$ cat src/rtl/econet_pkg.sv
// Shared definitions for the econet line controller: controller state encoding
// and the default line timing constants (in 24 MHz clock cycles / econet bits).
`timescale 1ns/1ps

package econet_pkg;

    localparam int DEF_IDLE_BITS      = 15;
    localparam int DEF_CLOCK_TIMEOUT  = 2400;
    localparam int DEF_WAIT_TIMEOUT   = 240000;
    localparam int DEF_HOLDOFF_CYCLES = 480;

    typedef enum logic [2:0] {
        ST_RX        = 3'd0,
        ST_WAIT_IDLE = 3'd1,
        ST_TX        = 3'd2,
        ST_HOLDOFF   = 3'd3
    } ctrl_state_t;

endpackage

$ cat src/rtl/econet_line_monitor.sv
// Watches the raw econet clock/data lines: synchronises them, finds econet clock
// rising edges, and derives the registered line_idle and clock_present flags.
`timescale 1ns/1ps

import econet_pkg::*;

module econet_line_monitor #(
    parameter int IDLE_BITS     = DEF_IDLE_BITS,
    parameter int CLOCK_TIMEOUT = DEF_CLOCK_TIMEOUT
) (
    input  logic clk_i,
    input  logic rst_n_i,
    input  logic econet_clock_i,
    input  logic econet_data_i,
    output logic rise_pulse_o,
    output logic data_sync_o,
    output logic line_idle_o,
    output logic clock_present_o
);

    localparam int IW = $clog2(IDLE_BITS + 1);
    localparam int TW = $clog2(CLOCK_TIMEOUT + 1);
    localparam logic [IW-1:0] IDLE_MAX = IW'(IDLE_BITS);
    localparam logic [TW-1:0] TIME_MAX = TW'(CLOCK_TIMEOUT);

    logic          clk_s1_q, clk_s2_q, clk_s3_q;
    logic          dat_s1_q, dat_s2_q;
    logic [IW-1:0] idle_q, idle_d;
    logic [TW-1:0] timer_q, timer_d;
    logic          line_idle_q, clock_present_q;
    logic          rise_s;

    assign rise_s          = clk_s2_q & ~clk_s3_q;
    assign rise_pulse_o    = rise_s;
    assign data_sync_o     = dat_s2_q;
    assign line_idle_o     = line_idle_q;
    assign clock_present_o = clock_present_q;

    // Next-state for the idle bit counter and the clock-absence timer
    always_comb begin
        timer_d = timer_q;
        idle_d  = idle_q;
        if (rise_s) begin
            timer_d = '0;
            if (dat_s2_q) begin
                idle_d = (idle_q == IDLE_MAX) ? idle_q : idle_q + IW'(1);
            end else begin
                idle_d = '0;
            end
        end else begin
            timer_d = (timer_q == TIME_MAX) ? timer_q : timer_q + TW'(1);
            // a dead clock means the idle history is no longer trustworthy
            if (timer_d == TIME_MAX) begin
                idle_d = '0;
            end else begin
                idle_d = idle_q;
            end
        end
    end

    // Synchronisers, counters and registered line flags
    always_ff @(posedge clk_i) begin
        if (!rst_n_i) begin
            clk_s1_q        <= 1'b1;
            clk_s2_q        <= 1'b1;
            clk_s3_q        <= 1'b1;
            dat_s1_q        <= 1'b1;
            dat_s2_q        <= 1'b1;
            idle_q          <= '0;
            timer_q         <= '0;
            line_idle_q     <= 1'b0;
            clock_present_q <= 1'b0;
        end else begin
            clk_s1_q        <= econet_clock_i;
            clk_s2_q        <= clk_s1_q;
            clk_s3_q        <= clk_s2_q;
            dat_s1_q        <= econet_data_i;
            dat_s2_q        <= dat_s1_q;
            idle_q          <= idle_d;
            timer_q         <= timer_d;
            line_idle_q     <= (idle_d == IDLE_MAX);
            clock_present_q <= (timer_d != TIME_MAX);
        end
    end

endmodule

$ cat src/rtl/econet_line_controller.sv
// Econet line controller: grants transmit direction on a clocked idle line,
// aborts on collision or clock loss, and forces a receive holdoff after each frame.
`timescale 1ns/1ps

import econet_pkg::*;

module econet_line_controller #(
    parameter int IDLE_BITS      = DEF_IDLE_BITS,
    parameter int CLOCK_TIMEOUT  = DEF_CLOCK_TIMEOUT,
    parameter int WAIT_TIMEOUT   = DEF_WAIT_TIMEOUT,
    parameter int HOLDOFF_CYCLES = DEF_HOLDOFF_CYCLES
) (
    input  logic       clock_24m,
    input  logic       reset_n,
    input  logic       tx_request,
    input  logic       econet_clock_R,
    input  logic       econet_data_R,
    input  logic       econet_data_D,
    input  logic       econet_data_DE,
    input  logic       outputting_frame,
    output logic       mcu_is_transmitting,
    output logic       line_idle,
    output logic       clock_present,
    output logic       tx_fail,
    output logic       collision,
    output logic [2:0] ctrl_state
);

    localparam int WW = $clog2(WAIT_TIMEOUT + 1);
    localparam int HW = $clog2(HOLDOFF_CYCLES + 1);
    localparam logic [WW-1:0] WAIT_MAX  = WW'(WAIT_TIMEOUT);
    localparam logic [HW-1:0] HOLD_LAST = HW'(HOLDOFF_CYCLES - 1);

    ctrl_state_t   state_q;
    logic          mcu_tx_q, tx_fail_q, collision_q, armed_q;
    logic [WW-1:0] wait_cnt_q;
    logic [HW-1:0] hold_cnt_q;
    logic [1:0]    d_dly_q, de_dly_q;
    logic          rise_s, data_sync_s, line_idle_s, clock_present_s, collide_s;

    econet_line_monitor #(
        .IDLE_BITS     (IDLE_BITS),
        .CLOCK_TIMEOUT (CLOCK_TIMEOUT)
    ) u_monitor (
        .clk_i           (clock_24m),
        .rst_n_i         (reset_n),
        .econet_clock_i  (econet_clock_R),
        .econet_data_i   (econet_data_R),
        .rise_pulse_o    (rise_s),
        .data_sync_o     (data_sync_s),
        .line_idle_o     (line_idle_s),
        .clock_present_o (clock_present_s)
    );

    // Driven data/enable delayed to line up with the receive synchroniser
    always_ff @(posedge clock_24m) begin
        if (!reset_n) begin
            d_dly_q  <= 2'b00;
            de_dly_q <= 2'b00;
        end else begin
            d_dly_q  <= {d_dly_q[0], econet_data_D};
            de_dly_q <= {de_dly_q[0], econet_data_DE};
        end
    end

    assign collide_s = (state_q == ST_TX) & rise_s & de_dly_q[1] & (d_dly_q[1] ^ data_sync_s);

    // Direction FSM with registered grant and one-cycle status pulses
    always_ff @(posedge clock_24m) begin
        if (!reset_n) begin
            state_q     <= ST_RX;
            mcu_tx_q    <= 1'b0;
            tx_fail_q   <= 1'b0;
            collision_q <= 1'b0;
            armed_q     <= 1'b1;
            wait_cnt_q  <= '0;
            hold_cnt_q  <= '0;
        end else begin
            tx_fail_q   <= 1'b0;
            collision_q <= 1'b0;
            case (state_q)
                ST_RX: begin
                    mcu_tx_q <= 1'b0;
                    if (!tx_request) begin
                        armed_q <= 1'b1;
                    end else if (armed_q) begin
                        if (line_idle_s && clock_present_s) begin
                            state_q  <= ST_TX;
                            mcu_tx_q <= 1'b1;
                        end else if (!clock_present_s) begin
                            tx_fail_q <= 1'b1;
                            armed_q   <= 1'b0;
                        end else begin
                            state_q    <= ST_WAIT_IDLE;
                            wait_cnt_q <= '0;
                        end
                    end else begin
                        state_q <= ST_RX;
                    end
                end
                ST_WAIT_IDLE: begin
                    mcu_tx_q <= 1'b0;
                    if (!tx_request) begin
                        state_q <= ST_RX;
                    end else if (line_idle_s && clock_present_s) begin
                        state_q  <= ST_TX;
                        mcu_tx_q <= 1'b1;
                    end else if (wait_cnt_q == WAIT_MAX) begin
                        state_q   <= ST_RX;
                        tx_fail_q <= 1'b1;
                        armed_q   <= 1'b0;
                    end else begin
                        wait_cnt_q <= wait_cnt_q + WW'(1);
                    end
                end
                ST_TX: begin
                    // collision outranks clock loss, which outranks a normal end
                    if (collide_s) begin
                        collision_q <= 1'b1;
                        state_q     <= ST_HOLDOFF;
                        mcu_tx_q    <= 1'b0;
                        hold_cnt_q  <= '0;
                    end else if (!clock_present_s) begin
                        tx_fail_q  <= 1'b1;
                        state_q    <= ST_HOLDOFF;
                        mcu_tx_q   <= 1'b0;
                        hold_cnt_q <= '0;
                    end else if (!tx_request && !outputting_frame) begin
                        state_q    <= ST_HOLDOFF;
                        mcu_tx_q   <= 1'b0;
                        hold_cnt_q <= '0;
                    end else begin
                        mcu_tx_q <= 1'b1;
                    end
                end
                ST_HOLDOFF: begin
                    mcu_tx_q <= 1'b0;
                    if (hold_cnt_q == HOLD_LAST) begin
                        state_q <= ST_RX;
                    end else begin
                        hold_cnt_q <= hold_cnt_q + HW'(1);
                    end
                end
                default: begin
                    state_q  <= ST_RX;
                    mcu_tx_q <= 1'b0;
                end
            endcase
        end
    end

    assign mcu_is_transmitting = mcu_tx_q;
    assign line_idle           = line_idle_s;
    assign clock_present       = clock_present_s;
    assign tx_fail             = tx_fail_q;
    assign collision           = collision_q;
    assign ctrl_state          = state_q;

endmodule

$ cat config.mk
export PLATFORM = sky130hd
export DESIGN_NAME = econet_line_controller
export DESIGN_NICKNAME = d
export VERILOG_FILES = /design/src/rtl/econet_pkg.sv /design/src/rtl/econet_line_monitor.sv /design/src/rtl/econet_line_controller.sv
export SDC_FILE = /design/constraint.sdc
export NUM_CORES = 1
export LEC_CHECK = 0
export CORE_MARGIN = 2
export CORE_UTILIZATION = 58
export CTS_CLUSTER_SIZE = 12
export DETAILED_ROUTE_END_ITERATION = 16
export HOLD_SLACK_MARGIN = 0.03
export MAX_ROUTING_LAYER = met4
export PLACE_DENSITY = 0.8
export RECOVER_POWER = 100
export SLEW_MARGIN = 20
export SYNTH_ARGS = -nofsm -noshare
export SYNTH_HDL_FRONTEND = slang
export SYNTH_SLANG_ARGS = --single-unit
export TNS_END_PERCENT = 1
$ cat constraint.sdc
create_clock -name clock_24m -period 3.6 [get_ports clock_24m]
set_clock_uncertainty 0.15 [all_clocks]
set_input_delay 0.36 -clock clock_24m [delete_from_list [all_inputs] [get_ports clock_24m]]
set_output_delay 0.36 -clock clock_24m [all_outputs]
set_load 0.005 [all_outputs]
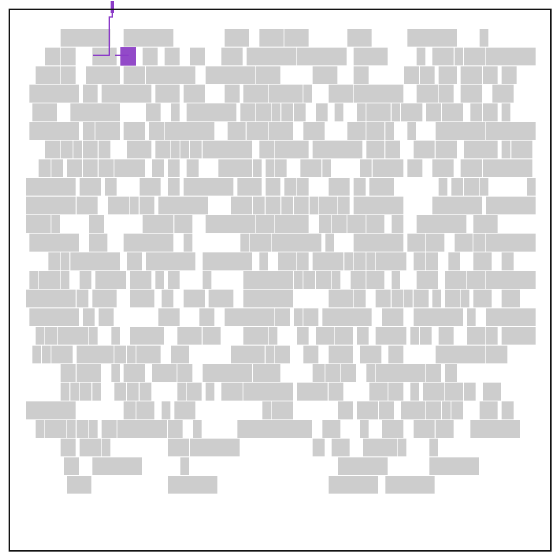
Fig. 1. Nets reached from selected ports.
Purple is `econet_data_D`, direction input, edge top, end cells 1, buffers 1, wire 10.9 µm.

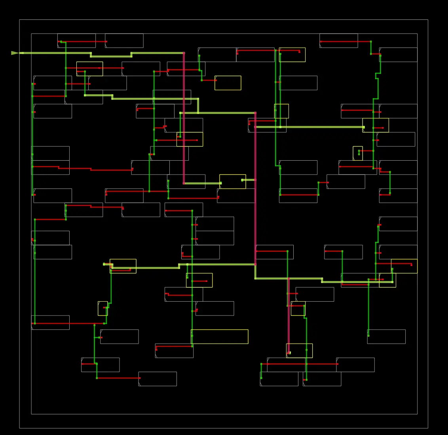
Fig. 2. Clock nets.
clock buf count: 10
Flops: 60
Clock Latency Late Sink: 0.35 ns

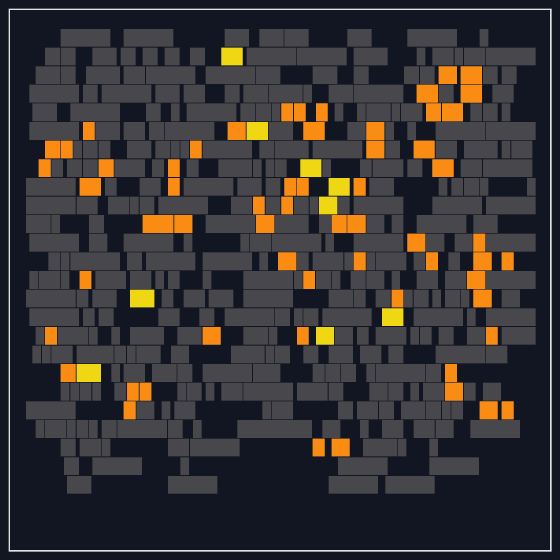
Fig. 3. Selected gate families.
Yellow is AND-OR and OR-AND gates, cells 9. Orange is inverting AOI/OAI gates, cells 60.
Comb/total area: 0.5281
non-filler cells, final: 467
most numerous logic cell after layout: dfxtp_1

==> impl_metrics.ini <==
; implementation run metrics
[outcome]
status = completed

[final_layout]
antenna-diode-count = 0
fill_cells = 491
sh_seq_area = 0.3348
largest_reg_flops = 18
buf_share = 0.04325
buffers = 17
inverters = 12
syn_to_final_growth_pct = 10.35
logic_area_mm2 = 0.001894
biggestCellCategory = combinational gates
largest_register = wait_cnt_q
nNetsFinal = 404
layout-drive-gt1-share = 0.07342
clk_share = 0.05616

[power]
power_leader = registers
leakage_nw = 1.281
seqPwrFrac = 0.482
p_comb_frac = 0.109
p_int_mw = 1.094
total_power_mw = 1.505
clkPwrFrac = 0.409
comb-power_uw = 164
max-vdd-ir-drop_uv = 292.3
powerDensity_mw_per_mm2 = 419.4
seq_power_uw = 726
swShare = 0.2732
p_switching_uw = 411.0

[global_route]
grt_pass1_vias = 2609
antenna_found_initial = 0
overflow = 0
gr-max-usage-layer = met2
grt_pass1_wl_um = 11470
use_met1 = 0.2773
grtUsageMet3 = 0.08295
grt_usage = 0.2393
grt_max_degree = 35
grt_util_met2 = 0.3940

[route]
postRouteAntennaNets = 0
drcViolationCount = 0
wire_per_inst_um = 14.15
viasPerCell = 5.906
drt_wl_total_um = 6610
dr.pass1.iters = 4
vias = 2758
met3_length_um = 267
wl_met2_um = 3196
top_layer_used = met4
drt-met1-wl_um = 3078

[synthesis]
yosysWarningCount = 0
synthDistinctLibCells = 62
ys_cells = 380
yosys.area.top_type = dfxtp_1
ff_type = dfxtp_1
syn_avg_cell_area_um2 = 8.554
async_flop_share = 0
synth_flops = 60
netlist_area_mm2 = 0.003251
ys_seq_frac = 0.3695
ys_area_mm2 = 0.003251
synth-edff-count = 0
post-synth-top-count-cell = dfxtp_1
post-synth-top-area-fraction = 0.3695
synth_nets = 394
syn_inst = 380

[final_timing]
max_slew_margin = 0.1673
finalSetupViolCount = 0
finalHoldViolations = 0
period_minus_slack_ns = 3.063
fmax_mhz = 326.5
worst_pin_slew_ns = 1.249
finalSetupTns_ns = 0
fin_crit_sh = 0.8508
final_max_slew_viol_count = 0
rsz0062_at_grt = false

[worst_setup_path]
crit_start = u_monitor.timer_q[0]
critical-path-top-delay-family = simple AND/OR/NAND/NOR gates
r2r_slack_ns = 0.54
path_max_fanout = 9
worst-path-stages = 6
cp_slowest_cell = nor4_1
start_kind = register
crit_chain = ha_1 > nand3_1 > mux2i_1 > or4b_1 > nor4_1 > o21ai_0
crit_buf_inv = 0
max_stage_delay_ns = 0.94
reg2reg_from = u_monitor.timer_q[0]
worstPathArrival_ns = 3.10
r2r_cells = 6
path_class = register to register
r2r-end = u_monitor.idle_q[3]
worstSetupEndpointType = register
critPathCapture = u_monitor.idle_q[3]
cp.required_ns = 3.64

[place]
dp_hpwl_um = 4481
port_buffers = 14
place_congestion = 0.8347

[floorplanning]
chip_area_mm2 = 0.006220
core_area_mm2 = 0.005473
tap-cell-count = 72
io_pins = 16
rows = 27
fp_util = 0.5940
die_w_um = 78.87
fp.dieH_um = 78.87

[cts]
clockBufferDepth = 2
cts_resized = 0
cts_tree = yes
postCtsSetupBuffers = 0
clock_sinks = 60
clk_pin_slew_ns = 0.07
cts_max_level = 3
cts_root_buf = clkbuf_8
cts_buffers = 9

[hold_path]
hold-path-endpoint = u_monitor.clk_s2_q
worstHoldStart = u_monitor.clk_s1_q
hold_class = register to register
min_delay_path_depth = 1

[flow_run]
warning_count = 28
max-cap-violations = 0
placed cells by master (no fill, tap or decap), types with 3 or more instances in the layout:
cell,Yosys,layout
inv_1,12,12
nand2_1,23,23
and3_1,8,8
and4_1,5,5
dfxtp_1,60,60
clkdlybuf4s50_1,0,6
nor2b_1,7,7
o21ai_0,8,13
or3_1,4,4
nand3_1,20,20
a211o_1,3,3
nor3_1,8,8
nor2_1,35,35
and2_1,10,6
nand4_1,11,11
ha_1,6,6
mux2i_1,8,8
and2_0,1,5
a21oi_1,17,17
xor2_1,12,12
nor4_1,5,6
or4_1,9,9
dlygate4sd3_1,0,8
and4b_1,3,3
clkbuf_8,0,10
o2111ai_1,5,5
a21boi_0,5,5
a31oi_1,3,3
o31ai_1,8,8
nand2b_1,14,14
xnor2_1,13,13
worst reg2reg max path: stages (launching register included):
cell and delay, ns:
dfxtp_1 0.51, ha_1 0.27, nand3_1 0.14, mux2i_1 0.15, or4b_1 0.52, nor4_1 0.94, o21ai_0 0.22
stage by stage:
stage | util | cell area, µm² | hold WS [ns] | std cells | worst slack [ns]
floorplan | - | 3251 | 0.2363 | 380 | 1.414
global placement | 0.6228 | 3408 | 0.2399 | 451 | 0.9156
detailed placement | 0.6228 | 3408 | 0.2424 | 451 | 0.8745
CTS | 0.6596 | 3610 | 0.2600 | 467 | 0.9410
global route | 0.6555 | 3587 | 0.2810 | 467 | 0.3473
finish | 0.6555 | 3587 | 0.2577 | 467 | 0.5372
cells by family after synthesis:
family / count (synthesis) / synth area share
AOI/OAI and AO/OA: 69 / 0.1424
xor gates and xnor gates: 25 / 0.06736
adders and majority gates: 6 / 0.02309
buffers and inverters: 30 / 0.04311
DFF: 60 / 0.3695
muxes: 9 / 0.02810
other: 1 / 0.001154
and+or+nand+nor: 180 / 0.3252
